**src/rtl/reg_pipe_pkg.sv**
```systemverilog
// Shared constants and helpers for the reg_pipe delay line.
// The REG_PIPE_OCC_EN build option relies on occ_width() to size its occupancy count.
package reg_pipe_pkg;

    localparam int unsigned REG_PIPE_INIT_DEFAULT = 0;

    // Wide enough to hold every count from 0 to depth inclusive.
    function automatic int occ_width(input int depth);
        return (depth < 1) ? 1 : $clog2(depth + 1);
    endfunction

    function automatic bit depth_valid(input int depth);
        return depth >= 1;
    endfunction

    function automatic bit width_valid(input int width);
        return width >= 1;
    endfunction

endpackage

```
**src/rtl/reg_pipe_stage.sv**
```systemverilog
// One stage of the reg_pipe delay line: WIDTH data bits and one valid bit.
// When gate_data is 1, the data register loads only when the incoming item is valid.
module reg_pipe_stage #(
    parameter int unsigned WIDTH = 16,
    parameter logic [WIDTH-1:0] INIT = '0
) (
    input  logic             clk,
    input  logic             asyncreset_n,
    input  logic             ce,
    input  logic             flush,
    input  logic             gate_data,
    input  logic             in_valid,
    input  logic [WIDTH-1:0] in_data,
    output logic             out_valid,
    output logic [WIDTH-1:0] out_data
);

    logic             valid_d, valid_q;
    logic [WIDTH-1:0] data_d, data_q;

    // A flush clears valid even during a stall; an item arriving during a flush is treated as a bubble.
    always_comb begin
        valid_d = valid_q;
        data_d  = data_q;
        if (ce) begin
            valid_d = in_valid & ~flush;
            if (!gate_data || (in_valid && !flush)) begin
                data_d = in_data;
            end
        end else if (flush) begin
            valid_d = 1'b0;
        end
    end

    always_ff @(posedge clk or negedge asyncreset_n) begin
        if (!asyncreset_n) begin
            valid_q <= 1'b0;
            data_q  <= INIT;
        end else begin
            valid_q <= valid_d;
            data_q  <= data_d;
        end
    end

    assign out_valid = valid_q;
    assign out_data  = data_q;

endmodule

```
**src/rtl/reg_pipe.sv**
```systemverilog
// DEPTH-stage stallable, flushable register delay line with per-stage valid tracking.
// Defining REG_PIPE_OCC_EN adds the OCC output, which counts the stages currently holding valid data.
module reg_pipe
    import reg_pipe_pkg::*;
#(
    parameter int unsigned WIDTH     = 16,
    parameter int unsigned DEPTH     = 2,
    parameter logic [WIDTH-1:0] INIT = WIDTH'(REG_PIPE_INIT_DEFAULT),
    parameter int unsigned GATE_DATA = 0
) (
    input  logic                          CLK,
    input  logic                          ASYNCRESET_N,
    input  logic                          CE,
    input  logic                          FLUSH,
    input  logic                          I_VALID,
    input  logic [WIDTH-1:0]              I,
`ifdef REG_PIPE_OCC_EN
    output logic [occ_width(DEPTH)-1:0]   OCC,
`endif
    output logic                          O_VALID,
    output logic [WIDTH-1:0]              O
);

    if (!depth_valid(DEPTH)) begin : g_bad_depth
        $error("reg_pipe: DEPTH must be at least 1");
    end
    if (!width_valid(WIDTH)) begin : g_bad_width
        $error("reg_pipe: WIDTH must be at least 1");
    end

    // Element 0 is the input side; element k+1 is the output of stage k.
    logic             valid_chain [0:DEPTH];
    logic [WIDTH-1:0] data_chain  [0:DEPTH];

    assign valid_chain[0] = I_VALID;
    assign data_chain[0]  = I;

    for (genvar k = 0; k < DEPTH; k++) begin : g_stage
        reg_pipe_stage #(
            .WIDTH (WIDTH),
            .INIT  (INIT)
        ) u_stage (
            .clk          (CLK),
            .asyncreset_n (ASYNCRESET_N),
            .ce           (CE),
            .flush        (FLUSH),
            .gate_data    (GATE_DATA != 0),
            .in_valid     (valid_chain[k]),
            .in_data      (data_chain[k]),
            .out_valid    (valid_chain[k+1]),
            .out_data     (data_chain[k+1])
        );
    end

    assign O_VALID = valid_chain[DEPTH];
    assign O       = data_chain[DEPTH];

`ifdef REG_PIPE_OCC_EN
    localparam int OCC_W = occ_width(DEPTH);

    logic [OCC_W-1:0] occ_d, occ_q;

    // Items enter at the head and leave at the tail, so the count tracks the popcount of all valid bits.
    always_comb begin
        occ_d = occ_q;
        if (FLUSH) begin
            occ_d = '0;
        end else if (CE) begin
            occ_d = occ_q + OCC_W'(I_VALID) - OCC_W'(valid_chain[DEPTH]);
        end
    end

    always_ff @(posedge CLK or negedge ASYNCRESET_N) begin
        if (!ASYNCRESET_N) begin
            occ_q <= '0;
        end else begin
            occ_q <= occ_d;
        end
    end

    assign OCC = occ_q;
`endif

endmodule
```
**config.mk**
```make
export PLATFORM = sky130hd
export DESIGN_NAME = reg_pipe
export DESIGN_NICKNAME = d
export VERILOG_FILES = /design/src/rtl/reg_pipe_pkg.sv /design/src/rtl/reg_pipe_stage.sv /design/src/rtl/reg_pipe.sv
export SDC_FILE = /design/constraint.sdc
export NUM_CORES = 1
export LEC_CHECK = 0
export ABC_AREA = 1
export CAP_MARGIN = 15
export CORE_UTILIZATION = 40
export CTS_CLUSTER_DIAMETER = 100
export CTS_CLUSTER_SIZE = 24
export DETAILED_ROUTE_END_ITERATION = 8
export GPL_TIMING_DRIVEN = 0
export PLACE_DENSITY_LB_ADDON = 0.08
export RECOVER_POWER = 100
export SKIP_CTS_REPAIR_TIMING = 1
export SLEW_MARGIN = 10
export SYNTH_ARGS = -nofsm -noshare
export SYNTH_HDL_FRONTEND = slang
export SYNTH_HIERARCHICAL = 1
export SYNTH_SLANG_ARGS = --single-unit
```
**constraint.sdc**
```tcl
create_clock -name CLK -period 0.9 [get_ports CLK]
set_input_delay 0.18 -clock CLK [delete_from_list [all_inputs] [get_ports CLK]]
set_output_delay 0.18 -clock CLK [all_outputs]
set_load 0.01 [all_outputs]
```
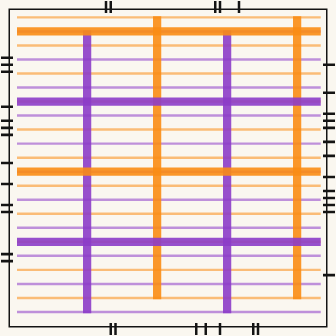
**Above:** PDN straps and rails.
Pins as bars on the die edge.
Key: purple = VSS; orange = VDD
4 straps on met4. 4 straps on met5. The core has 21 rows.

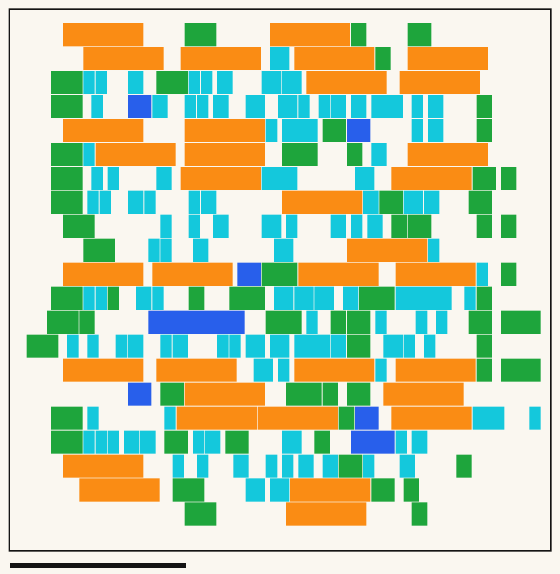
**Above:** placed cells, one color a class.
Scale bar: 20 um.
Key: cyan = combinational and other logic [cells 114, share of their area 29%]; orange = sequential cells [cells 34, share of their area 43%]; green = remaining buffers and delay cells [cells 62, share of their area 24%]; blue = clock drivers and dummy loads [cells 7, share of their area 4.1%]

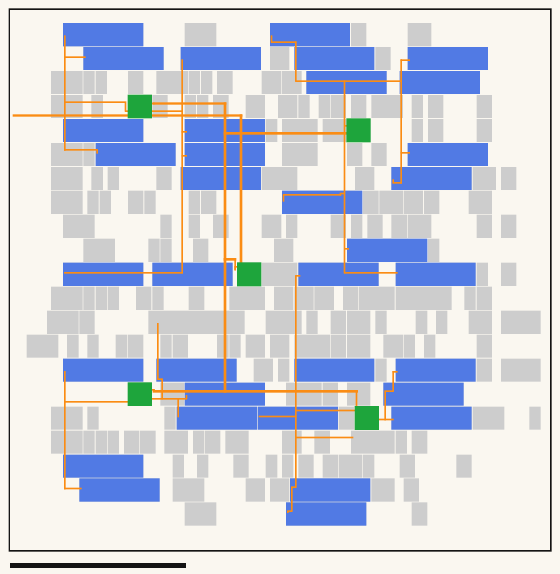
**Above:** clock distribution.
Scale bar: 20 um.
Key: green = clock drivers [count 5]; orange = clock wires [length 377 um]; blue = flip-flops [count 34]
Position of the flops: all over the die.

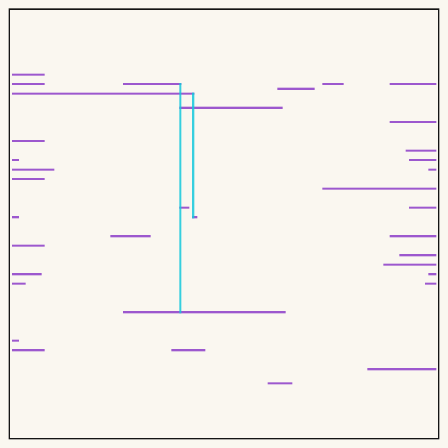
**Above:** wiring by layer.
Two of the layers only.
Key: purple = metal 3 [wire length 205 um]; cyan = metal 4 [wire length 50.3 um]

==> impl_results.rst <==
Synthesis and place-and-route
=============================

.. list-table::
   :header-rows: 1

   * - Metric
     - Value
   * - HPWL after detailed placement
     - 2.00 mm
   * - Share of layout cells above drive strength 1
     - 34.6%
   * - Number of global-route vias before repair
     - 968
   * - Final setup vio count
     - 33
   * - Drt first-iter violations
     - 35
   * - Max VDD drop
     - 0.000936 V
   * - Avg WL per Cell
     - 11.8 um
   * - Data arrival time at the worst-slack endpoint
     - 0.87 ns
   * - Final hold violations
     - 34
   * - Largest buffer count on any clock path
     - 2
   * - Maximum frequency from static timing analysis
     - 955 MHz
   * - Final Max Slew Viols
     - 0
   * - Summed standard-cell area reported by yosys
     - 1410 um^2
   * - Ant. Diodes
     - 0
   * - DRC errors left
     - 0
   * - Areal power density over the cells
     - 1910 nW/um^2
   * - Gate count after technology mapping
     - 153
   * - Final min period
     - 1.05 ns
   * - Worst min path class
     - primary input to async pin
   * - List of cells traversed by the critical path
     - clkbuf_2
   * - Worst Skew
     - 0.00901 ns
   * - Seq share, synth
     - 60.6%
   * - Fill cells
     - 341
   * - Wire length on met1
     - 1.47 mm
   * - Width of the chip
     - 61.3 um
   * - Comb gate area
     - 548 um^2
   * - Slack of the critical path
     - -0.148 ns
   * - Placeable core area
     - 3360 um^2
   * - Fraction of the cycle the final worst path needs
     - 116%
   * - Library cell used as clock root buffer
     - sky130_fd_sc_hd__clkbuf_4
   * - Number of vias after detailed routing
     - 1200
   * - Number of antenna-violating nets in the routed design
     - 0
   * - Post-synthesis simple-gate area fraction
     - 35.1%
   * - Multiplexer share of the synthesized area
     - 0%
   * - Met2 Wirelength
     - 1.37 mm
   * - Area fraction in xor and xnor cells
     - 0%
   * - Tally of yosys warning messages
     - 6
   * - Crit path max-delay family
     - flip-flops
   * - Outcome
     - finished with violations
   * - Setup crit start kind
     - register
   * - GRT Resource Usage Total
     - 16.2%
   * - Adder and majority cell fraction of the synthesized area
     - 0%
   * - Crit-path max FO
     - 2
   * - Ranking of synthesized cells by area
     - sky130_fd_sc_hd__dfrtp_1 61%, sky130_fd_sc_hd__nand2_1 18%, sky130_fd_sc_hd__nand3_1 11%
   * - Layout Area Growth over Synthesis
     - 44.6%
   * - Number of core rows
     - 21
   * - Clock-pin slew reported for the worst setup and hold paths after clock tree synthesis
     - 0.10 ns
   * - Critical Path End Type
     - primary output
   * - Failing checks
     - negative hold slack, negative setup slack
   * - Hold Worst Slack
     - -0.0827 ns
-- placed cells by master, fill, tap and decap left out --
master and n:
sky130_fd_sc_hd__bufinv_16 1, sky130_fd_sc_hd__buf_2 3, sky130_fd_sc_hd__clkbuf_1 1, sky130_fd_sc_hd__dfrtp_1 34, sky130_fd_sc_hd__dlymetal6s2s_1 2, sky130_fd_sc_hd__clkbuf_2 19
sky130_fd_sc_hd__nand3_4 1, sky130_fd_sc_hd__clkbuf_8 1, sky130_fd_sc_hd__clkbuf_4 5, sky130_fd_sc_hd__conb_1 2, sky130_fd_sc_hd__buf_6 6, sky130_fd_sc_hd__nand3_1 31
sky130_fd_sc_hd__nand2_2 19, sky130_fd_sc_hd__nor2_1 2, sky130_fd_sc_hd__inv_1 4, sky130_fd_sc_hd__buf_4 15, sky130_fd_sc_hd__nand2_1 50, sky130_fd_sc_hd__nand3_2 2
sky130_fd_sc_hd__nand2_4 3, sky130_fd_sc_hd__clkdlybuf4s50_1 16
-- area by class of cell --
type	instances	area share [%]
buffer	6	2.40
clock buffer	6	2.52
clock inverter	1	1.48
inverter	4	0.739
multi-input combinational	110	27.0
sequential	34	41.9
tap	46	2.83
timing repair buffer	56	21.2
-- registers in the layout, indices dropped and copies added, names as in the netlist --
name and cells:
g_stage.u_stage/out_data 32, g_stage.u_stage/out_valid 2
-- per-stage QoR --
step,setup slack [ns],TNS [ns],cell area (um^2),total power [mW],std cells
5_1_grt,-0.192,-4.80,2030,4.11,263
6_report,-0.148,-3.44,2030,3.89,263
3_5_place_dp,-0.702,-23.80,1830,2.74,237
4_1_cts,-0.550,-18.01,1910,3.88,244
2_1_floorplan,-0.0208,-0.208,1410,2.26,154
3_3_place_gp,-0.988,-56.67,1840,2.71,237
-- power breakdown --
group | switching (mW) | total, mW | internal (mW)
registers | 0.157 | 1.92 | 1.76
logic | 0.416 | 0.849 | 0.433
clock network | 0.476 | 1.12 | 0.647
total | 1.05 | 3.89 | 2.84
-- worst paths after layout --
path / startpoint / end / slack, ns / cells after the start
max in group asynchronous: ASYNCRESET_N / g_stage[0].u_stage/out_data[15] / 0.46 / 1
min reg2reg: g_stage[1].u_stage/out_valid / g_stage[1].u_stage/out_valid / 0.48 / 2
min: ASYNCRESET_N / g_stage[1].u_stage/out_valid / -0.08 / 1
max reg2reg: g_stage[0].u_stage/out_valid / g_stage[1].u_stage/out_data[11] / -0.10 / 5
max: g_stage[1].u_stage/out_data[13] / O[13] / -0.15 / 1
min in group CLK: FLUSH / g_stage[1].u_stage/out_valid / 0.18 / 4
-- per-layer routing --
layer / GRT usage (%) / vias up
li1: - / 610
met1: 22.3 / 543
met2: 22.5 / 41
met3: 5.88 / 6
met4: 7.79 / 0
met5: 0 / -
-- logic make-up (layout without fill, tap and decap cells) --
group                  count (synthesis)  after routing
other                                  1              2
flip-flops                            34             34
AND/OR/NAND/NOR                      108            108
buffers and inverters                 10             73
Power figures rest on the tool's default switching activity, not on a simulated workload.
